===== config.mk =====
export PLATFORM = sky130hd
export DESIGN_NAME = gray_step_tracker
export DESIGN_NICKNAME = d
export VERILOG_FILES = /design/src/rtl/gray_conv_pkg.sv /design/src/rtl/gray_to_binary.sv /design/src/rtl/gray_step_tracker.sv
export SDC_FILE = /design/constraint.sdc
export NUM_CORES = 1
export LEC_CHECK = 0
export ABC_AREA = 1
export CAP_MARGIN = 20
export CORE_ASPECT_RATIO = 1.25
export CORE_UTILIZATION = 55
export CTS_BUF_LIST = sky130_fd_sc_hd__clkbuf_4
export CTS_CLUSTER_SIZE = 16
export DETAILED_ROUTE_END_ITERATION = 8
export GPL_ROUTABILITY_DRIVEN = 0
export PLACE_DENSITY = 0.82
export RECOVER_POWER = 50
export SYNTH_ARGS = -nofsm -noshare
export SYNTH_HDL_FRONTEND = slang
export SYNTH_SLANG_ARGS = --single-unit

===== constraint.sdc =====
create_clock -name clk -period 5 [get_ports clk]
set_input_delay 0.5 -clock clk [delete_from_list [all_inputs] [get_ports clk]]
set_output_delay 0.5 -clock clk [all_outputs]
set_load 0.02 [all_outputs]

===== src/rtl/gray_conv_pkg.sv =====
// gray_conv_pkg: shared definitions for the Gray code converter family.
// Holds the default code width, the tracker FSM state encoding and the
// saturation limit of the optional error counter.
package gray_conv_pkg;
    localparam int GRAY_WIDTH_DEFAULT = 4;
    localparam logic [7:0] ERR_CNT_MAX = 8'd255;
    typedef enum logic {
        UNPRIMED = 1'b0,
        TRACK    = 1'b1
    } track_state_t;
endpackage


===== src/rtl/gray_to_binary.sv =====
// gray_to_binary: combinational Gray-to-binary decoder.
// Ports: g (Gray input, WIDTH bits) -> b (binary output, WIDTH bits).
// Each binary bit is the XOR of all Gray bits at or above its position.
module gray_to_binary #(
    parameter int WIDTH = gray_conv_pkg::GRAY_WIDTH_DEFAULT
) (
    input  logic [WIDTH-1:0] g,
    output logic [WIDTH-1:0] b
);
    for (genvar i = 0; i < WIDTH; i++) begin : g_bit
        assign b[i] = ^g[WIDTH-1:i];
    end
endmodule


===== src/rtl/gray_step_tracker.sv =====
// gray_step_tracker: registered Gray decoder with up/down/hold/illegal step
// classification and a signed position counter.
// Ports: clk, rst (sync, active-high), g_in/g_valid (Gray sample + strobe),
// clr (clears pos/err_sticky), b_out/b_valid (decoded sample + pulse),
// step_up/step_dn/err (classification pulses), err_sticky, pos (signed).
// Optional macro GRAY_TRACK_ERR_CNT_EN adds err_cnt, a saturating 8-bit
// count of err pulses.
module gray_step_tracker
    import gray_conv_pkg::*;
#(
    parameter int WIDTH = GRAY_WIDTH_DEFAULT,
    parameter int POS_W = 16
) (
    input  logic             clk,
    input  logic             rst,
    input  logic [WIDTH-1:0] g_in,
    input  logic             g_valid,
    input  logic             clr,
    output logic [WIDTH-1:0] b_out,
    output logic             b_valid,
    output logic             step_up,
    output logic             step_dn,
    output logic             err,
    output logic             err_sticky,
    output logic [POS_W-1:0] pos
`ifdef GRAY_TRACK_ERR_CNT_EN
    ,
    output logic [7:0]       err_cnt
`endif
);
    track_state_t state, state_nxt;
    logic [WIDTH-1:0] b_new, diff;
    logic up, dn, bad;

    gray_to_binary #(.WIDTH(WIDTH)) u_dec (.g(g_in), .b(b_new));

    always_ff @(posedge clk) begin
        if (rst) state <= UNPRIMED;
        else     state <= state_nxt;
    end

    always_comb begin
        state_nxt = (state == UNPRIMED && g_valid) ? TRACK : state;
    end

    // b_out doubles as the baseline: it always holds the last accepted decode.
    always_comb begin
        diff = b_new - b_out;
        up   = g_valid && state == TRACK && diff == WIDTH'(1);
        dn   = g_valid && state == TRACK && diff == '1;
        bad  = g_valid && state == TRACK && diff != '0 && !up && !dn;
    end

    // clr suppresses step counting but not the err pulse.
    always_ff @(posedge clk) begin
        if (rst) begin
            b_out      <= '0;
            b_valid    <= 1'b0;
            step_up    <= 1'b0;
            step_dn    <= 1'b0;
            err        <= 1'b0;
            err_sticky <= 1'b0;
            pos        <= '0;
        end else begin
            if (g_valid) b_out <= b_new;
            b_valid    <= g_valid;
            step_up    <= up && !clr;
            step_dn    <= dn && !clr;
            err        <= bad;
            err_sticky <= clr ? 1'b0 : (err_sticky | bad);
            pos        <= clr ? '0 : up ? pos + POS_W'(1) : dn ? pos - POS_W'(1) : pos;
        end
    end

`ifdef GRAY_TRACK_ERR_CNT_EN
    always_ff @(posedge clk) begin
        if (rst || clr)                      err_cnt <= '0;
        else if (bad && err_cnt != ERR_CNT_MAX) err_cnt <= err_cnt + 8'd1;
    end
`endif
endmodule


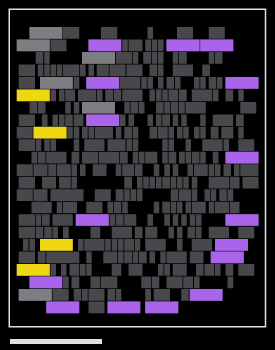
run_1/flops_by_reg.png
Scale bar: 20 um. Other sequential cells in the stronger gray, the rest of the logic in the fainter gray.
| color | signal | placed flops |
|---|---|---|
| purple | pos | 16 |
| yellow | b_out | 4 |
post-layout util: 70.9%
P_seq: 0.000221 W

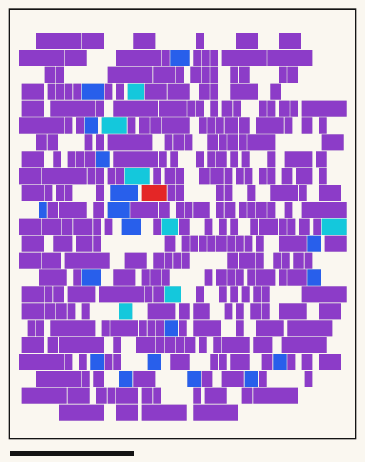
run_1/sizes.png
Scale bar: 20 um.
| color | size | cells | share |
|---|---|---|---|
| red | _6 and larger | 1 | 0.30% |
| cyan | _3 and _4 cells | 7 | 2.1% |
| blue | _2 cells | 18 | 5.5% |
| purple | _0 and _1 cells | 302 | 92% |
area grow syn2layout: 19.0%
final setup margin: 618 ps
non-clock buffer total of the final layout: 33
design area: 0.00234 mm^2

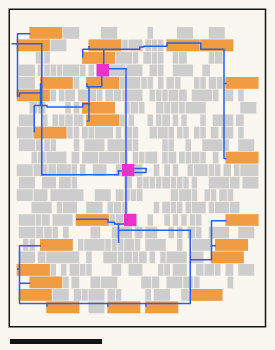
run_1/clk_routes.png
Scale bar: 20 um.
[magenta] clock drivers | count: 3
[blue] clock wires | length: 354 um
[orange] flip-flops | count: 26
flops lie: widely spread
clock share of power: 19.1%
Max Clock Skew: 2.84 ps
clock-net power: 0.0000958 W
clk ins delay skew pair: 330 ps

==> results.ini, run 1 <==
[global_routing]
grt_pass1_vias=1727
grt-ovfl-total=0
gr-usage-met2_pct=47.7
busiest_layer=met2
track_usage_pct=24.2
grt_max_degree=20

[pwr]
swShare_pct=37.1
power_frac_comb_pct=36.7

[finish]
final_common_cell=nand2_1
top_area_cell_class=multi-input combinational cells
comb_area_share_pct=53.4
logic_area_mm2=0.00125
seq_area_share_pct=22.2
antenna_cells=0

[worst_setup_path]
critPathBufInv=2
r2r-start=b_out[0]
reg2reg_depth=15
slowest_delay_ps=590
crit_end=pos[13]
endpoint_kind=flip-flop
start_kind=input pin

[drt]
vias_per_cell=5.10
drcViolationCount=0
wl_per_cell_um=11.5
wl_met1_um=1840

[placed_design]
placedInstanceArea_mm2=0.00232
dp_hpwl_um=3300

[yosys]
synth.top_cells.by_area=dfxtp_1 (26%), nand2_1 (14%), ha_1 (11%)
synth_top_cell_by_area=dfxtp_1
netlist_instances=294
netlist-cell-type-count=32
topCombFamilyByArea=simple AND/OR/NAND/NOR gates
synth_xor_xnor_area_share_pct=4.89
synth-edff-count=0
yosysWarnings=0
synth_stat.cells=294
synthMuxAreaShare_pct=0

[timing]
slew_violations=0
whs_ps=454
setup_tns_ps=0

[floorplanning]
tapCellCount=37
num_rows=23
fp-utilization_pct=59.5

[min_path]
min_path_cells=2

[clock_network]
cts_buffers=3
clk_path_buf_depth=2
ctsRootBufferMaster=clkbuf_4
cts_tree=done

[flow_run]
maxCapViolations=0

[outcome]
status=finished clean

[run 1: power groups by stage]
| stage | logic [W] | clock network (W) | registers [W] |
|---|---|---|---|
| 3_3_place_gp | 0.000179 | 0 | 0.000226 |
| 3_5_place_dp | 0.000184 | 0 | 0.000225 |
| 4_1_cts | 0.000185 | 0.0000993 | 0.000221 |
| 2_1_floorplan | 0.000130 | 0 | 0.000234 |
| 5_1_grt | 0.000209 | 0.000103 | 0.000222 |
| 6_report | 0.000184 | 0.0000958 | 0.000221 |
[run 1: registers in the layout, indices dropped and copies added, names as in the netlist]
signal	cells
err_sticky	1
step_up	1
state	1
err	1
pos	16
step_dn	1
b_out	4
b_valid	1
--- run 2 (diff from run 1) ---
--- a/config.mk
+++ b/config.mk
@@ -15,6 +15,7 @@
 export GPL_ROUTABILITY_DRIVEN = 0
 export PLACE_DENSITY = 0.82
 export RECOVER_POWER = 50
+export SKIP_LAST_GASP = 1
 export SYNTH_ARGS = -nofsm -noshare
 export SYNTH_HDL_FRONTEND = slang
 export SYNTH_SLANG_ARGS = --single-unit
==> constraint.sdc (replaced) <==
create_clock -name clk -period 5 [get_ports clk]
set_input_delay 1 -clock clk [delete_from_list [all_inputs] [get_ports clk]]
set_output_delay 1 -clock clk [all_outputs]
set_load 0.02 [all_outputs]
==> results.ini, run 2 <==
[outcome]
status=finished clean

[worst_setup_path]
endpoint_kind=flip-flop

[global_routing]
track_usage_pct=24.6  ; +0.34 points
grt_pass1_vias=1784  ; +3.3%
grt-ovfl-total=0  ; unchanged

[finish]
area_delta_synth_final_pct=20.1
largest_reg_flops=16  ; unchanged
logic_area_mm2=0.00126  ; +0.60%
finalInstanceArea_mm2=0.00237  ; +0.96%
top_area_cell_class=multi-input combinational cells

[floorplanning]
tapCellCount=37  ; unchanged

[pwr]
p_seq_w=0.000221  ; about the same
top_power_group=sequential cells
power_frac_comb_pct=37.7  ; +1.0 points

[clock_network]
clk_path_buf_depth=2  ; unchanged
insertion_delay_ps=320  ; about the same
ctsRootBufferMaster=clkbuf_4

[placed_design]
dp_hpwl_um=3400  ; +3.1%

[yosys]
yosysWarnings=0  ; unchanged

[flow_run]
maxCapViolations=0  ; unchanged

[drt]
drcViolationCount=0  ; unchanged

[run 2: cell counts after synthesis]
Identical to the previous run, type by type.
[run 2: logic make-up after synthesis]
kind of cell,after synthesis
fa+ha+maj,20
compound gates,42
buf+inv,47
xor+xnor,11
simple gates,148
flops,26
[run 2: how the worst min path moves through the flow]
| stage | cells after the start | end | startpoint | slack (ps) |
|---|---|---|---|---|
| after CTS | 2 | err_sticky | err_sticky | 470 |
| after global routing | 2 | err_sticky | err_sticky | 470 |
| final | 2 | err_sticky | err_sticky | 460 |
| after detailed placement | 2 | err_sticky | err_sticky | 450 |
| after floorplan | 2 | state | state | 450 |
| after global placement | 2 | err_sticky | err_sticky | 440 |
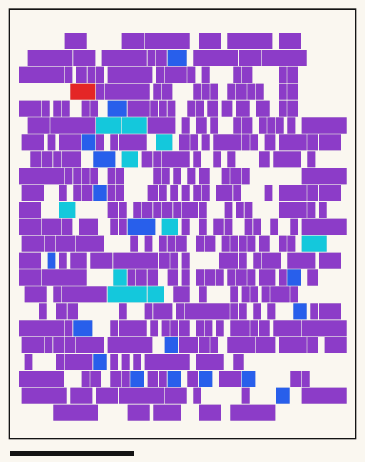
run_2/sizes.png
Scale bar: 20 um.
| color | size | cells | share |
|---|---|---|---|
| red | _6 and larger | 1 | 0.30% |
| purple | _0 and _1 cells | 302 | 92% |
| cyan | _3 and _4 cells | 10 | 3.0% |
| blue | _2 cells | 17 | 5.2% |

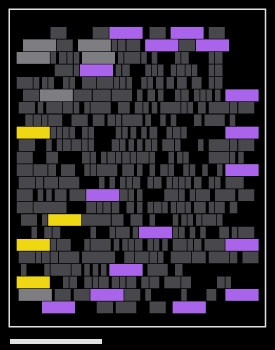
run_2/flops_by_reg.png
Scale bar: 20 um. Other sequential cells in the stronger gray, the rest of the logic in the fainter gray.
post-layout util: 71.5%
register area: 520 um^2
flop share of the area: 22.0%

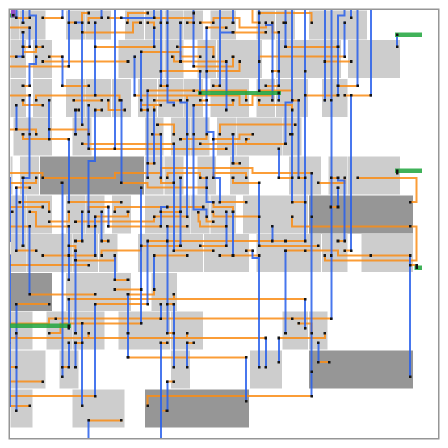
run_2/detail.png
Region (26, 2) to (56, 32) um. Cells in gray, sequential cells in the stronger gray; small squares are vias.
| color | layer |
|---|---|
| blue | metal 2 |
| purple | metal 4 |
| green | metal 3 |
| orange | metal 1 |
cells with their middle in the window: 82
netlist names of flops here include: pos (4)
sequential cells in the window: 4
most frequent: nand2_1 (23), inv_1 (8), nor2_1 (7)

Power figures rest on the tool's default switching activity, not on a simulated workload.
